logic_types.png
Scale: 8 px per um.
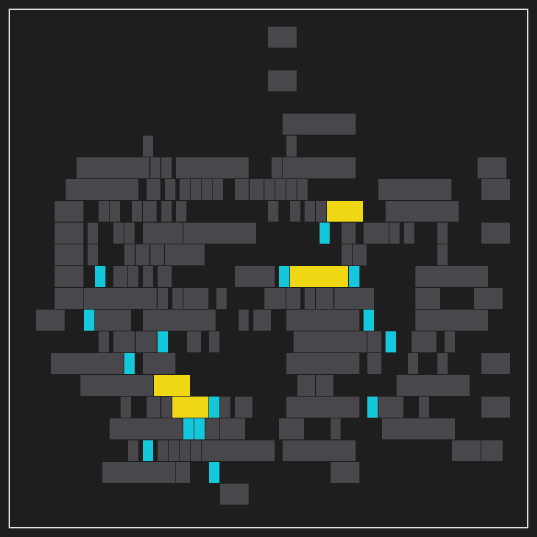
sizes.png
Scale: 8 px per um.
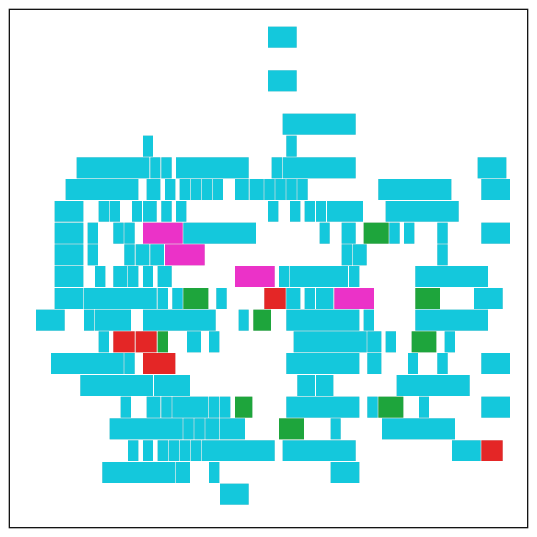
[config.mk]
export PLATFORM = sky130hd
export DESIGN_NAME = resta_serial
export DESIGN_NICKNAME = d
export VERILOG_FILES = /design/src/rtl/resta_pkg.sv /design/src/rtl/full_subtractor.sv /design/src/rtl/resta_serial.sv
export SDC_FILE = /design/constraint.sdc
export NUM_CORES = 1
export LEC_CHECK = 0
export ABC_AREA = 1
export CAP_MARGIN = 20
export CORE_MARGIN = 2
export CORE_UTILIZATION = 31
export CTS_CLUSTER_SIZE = 10
export DETAILED_ROUTE_END_ITERATION = 8
export SLEW_MARGIN = 30
export SYNTH_ARGS = -nofsm -noshare
export SYNTH_HDL_FRONTEND = slang
export SYNTH_SLANG_ARGS = --single-unit
[constraint.sdc]
create_clock -name clk -period 1.9 [get_ports clk]
set_clock_uncertainty 0.15 [all_clocks]
set_input_delay 0.38 -clock clk [delete_from_list [all_inputs] [get_ports clk]]
set_output_delay 0.38 -clock clk [all_outputs]
set_load 0.01 [all_outputs]
[src/rtl/resta_pkg.sv]
// Shared types for the bit-serial subtractor.
// Holds the controller state encoding used by resta_serial.
package resta_pkg;

    typedef enum logic [1:0] {
        IDLE = 2'd0,
        SUB  = 2'd1,
        FIN  = 2'd2
    } resta_state_t;

endpackage

[src/rtl/full_subtractor.sv]
// One-bit full subtractor: d = a - b - bin, bout set when a borrow is taken.
// Latency: combinational.
// Backpressure: none, pure logic.
module full_subtractor (
    input  logic a,
    input  logic b,
    input  logic bin,
    output logic d,
    output logic bout
);

    assign d    = a ^ b ^ bin;
    assign bout = (~a & b) | (~(a ^ b) & bin);

endmodule

[src/rtl/resta_serial.sv]
// Bit-serial N-bit subtractor (answer = minuend - subtrahend mod 2^N), LSB first.
// Latency: N busy cycles after start is accepted, then a one-cycle done pulse.
// Backpressure: start is only honoured in IDLE; requests while busy/FIN are dropped.
module resta_serial
    import resta_pkg::*;
#(
    parameter int N = 4
) (
    input  logic         clk,
    input  logic         rst_n,
    input  logic         start,
    input  logic [N-1:0] minuend,
    input  logic [N-1:0] subtrahend,
    output logic         busy,
    output logic         done,
    output logic [N-1:0] answer,
    output logic         borrow_out,
    output logic         overflow,
    output logic         zero
);

    localparam int CW = $clog2(N) + 1;

    resta_state_t  state;
    resta_state_t  state_nxt;
    logic [N-1:0]  a_sh;
    logic [N-1:0]  b_sh;
    logic [N-1:0]  res_sh;
    logic [N-1:0]  res_nxt;
    logic [CW-1:0] cnt;
    logic          borrow_reg;
    logic          fs_d;
    logic          fs_bout;
    logic          last_bit;

    full_subtractor u_fs (
        .a    (a_sh[0]),
        .b    (b_sh[0]),
        .bin  (borrow_reg),
        .d    (fs_d),
        .bout (fs_bout)
    );

    assign last_bit = (cnt == CW'(N - 1));
    assign res_nxt  = {fs_d, res_sh[N-1:1]};

    always_ff @(posedge clk or negedge rst_n) begin
        if (!rst_n) begin
            state <= IDLE;
        end else begin
            state <= state_nxt;
        end
    end

    always_comb begin
        state_nxt = state;
        busy      = 1'b0;
        done      = 1'b0;
        case (state)
            IDLE: begin
                if (start) begin
                    state_nxt = SUB;
                end
            end
            SUB: begin
                busy = 1'b1;
                if (last_bit) begin
                    state_nxt = FIN;
                end
            end
            FIN: begin
                done      = 1'b1;
                state_nxt = IDLE;
            end
            default: state_nxt = IDLE;
        endcase
    end

    always_ff @(posedge clk or negedge rst_n) begin
        if (!rst_n) begin
            a_sh       <= '0;
            b_sh       <= '0;
            res_sh     <= '0;
            cnt        <= '0;
            borrow_reg <= 1'b0;
            answer     <= '0;
            borrow_out <= 1'b0;
            overflow   <= 1'b0;
            zero       <= 1'b0;
        end else begin
            case (state)
                IDLE: begin
                    if (start) begin
                        a_sh       <= minuend;
                        b_sh       <= subtrahend;
                        res_sh     <= '0;
                        cnt        <= '0;
                        borrow_reg <= 1'b0;
                    end
                end
                SUB: begin
                    a_sh       <= a_sh >> 1;
                    b_sh       <= b_sh >> 1;
                    res_sh     <= res_nxt;
                    borrow_reg <= fs_bout;
                    if (!last_bit) begin
                        cnt <= cnt + CW'(1);
                    end else begin
                        // On the last bit a_sh[0]/b_sh[0] are the operand sign bits.
                        answer     <= res_nxt;
                        borrow_out <= fs_bout;
                        overflow   <= (a_sh[0] ^ b_sh[0]) & (fs_d ^ a_sh[0]);
                        zero       <= ~|res_nxt;
                    end
                end
                default: ;
            endcase
        end
    end

endmodule

==> flow_summary.yaml <==
# physical design summary
synthesis:
  leading_cell_type_by_number_of_instances_after_synthesis: "sky130_fd_sc_hd__nand2_1"
  top_area_cell: "sky130_fd_sc_hd__dfrtp_1"
  synth_chip_area_um2: 1140
  ys_seq_elements: 24
  synth_area_in_simple_gates_pct: 25.9
  synth.cellmix.xorXnorShare_pct: 0
  post-synth-top-area-fraction_pct: 52.7
  area_leaders: "sky130_fd_sc_hd__dfrtp_1 (53%), sky130_fd_sc_hd__nand2_1 (17%), sky130_fd_sc_hd__nand3_1 (5.3%)"
  synthFlopType: "sky130_fd_sc_hd__dfrtp_1"
sta:
  setup_violations: 0
  maxClockFrequency_mhz: 596
  holdWs_ps: 317
  rsz0062_at_grt: "no"
  relSlewSlack_pct: 73.8
place:
  dpl.hpwl_mm: 1.60
  pre_cts_setup_slack_ps: 259
power_and_ir_drop:
  share_seq_of_total_power_pct: 37.4
  power_frac_clock_pct: 14.9
clock_network:
  tritoncts: "done"
  clock_buffers_created_by_tritoncts: 3
  post_cts_buffers: 0
  hold_buffers: 0
  clk_pin_slew_worst_paths_ps: 80
  htree_levels: 1
setup_path:
  reg2reg_to: "zero$_DFFE_PN0P_"
  reg2reg_from: "borrow_reg$_DFFE_PN0P_"
finish:
  final_design_area_no_fill_um2: 1440
  largest_registers_ranked_by_flip_flop_count: "a_sh (4), answer (4), b_sh (4)"
  area.share.sequential_pct: 41.8
  layout.comb_gates.multi_input: 88
  layout-drive-gt1-share_pct: 11.7
  antennaDiodeCount: 0
  synthToLayoutAreaGrowth_pct: 26.3
global_route:
  first_pass_grt_wire_length_mm: 3.69
  gr-usage-all-layers_pct: 11.3
die:
  ioPinCount: 20
  die_width_um: 64.6
detailed_routing:
  highest_layer: "met4"
run_status:
  status: "finished, final reports clean"
Notes on logic_types.png above:
colour	family	cells	most used
cyan	inverters	15	inv_1
yellow	adder and majority cells	4	ha_1

Notes on sizes.png above:
colour	size	cells	share
green	_2 cells	9	5.8%
magenta	_6 and larger	4	2.6%
cyan	_0 and _1 cells	136	88%
red	_3 and _4 cells	5	3.2%

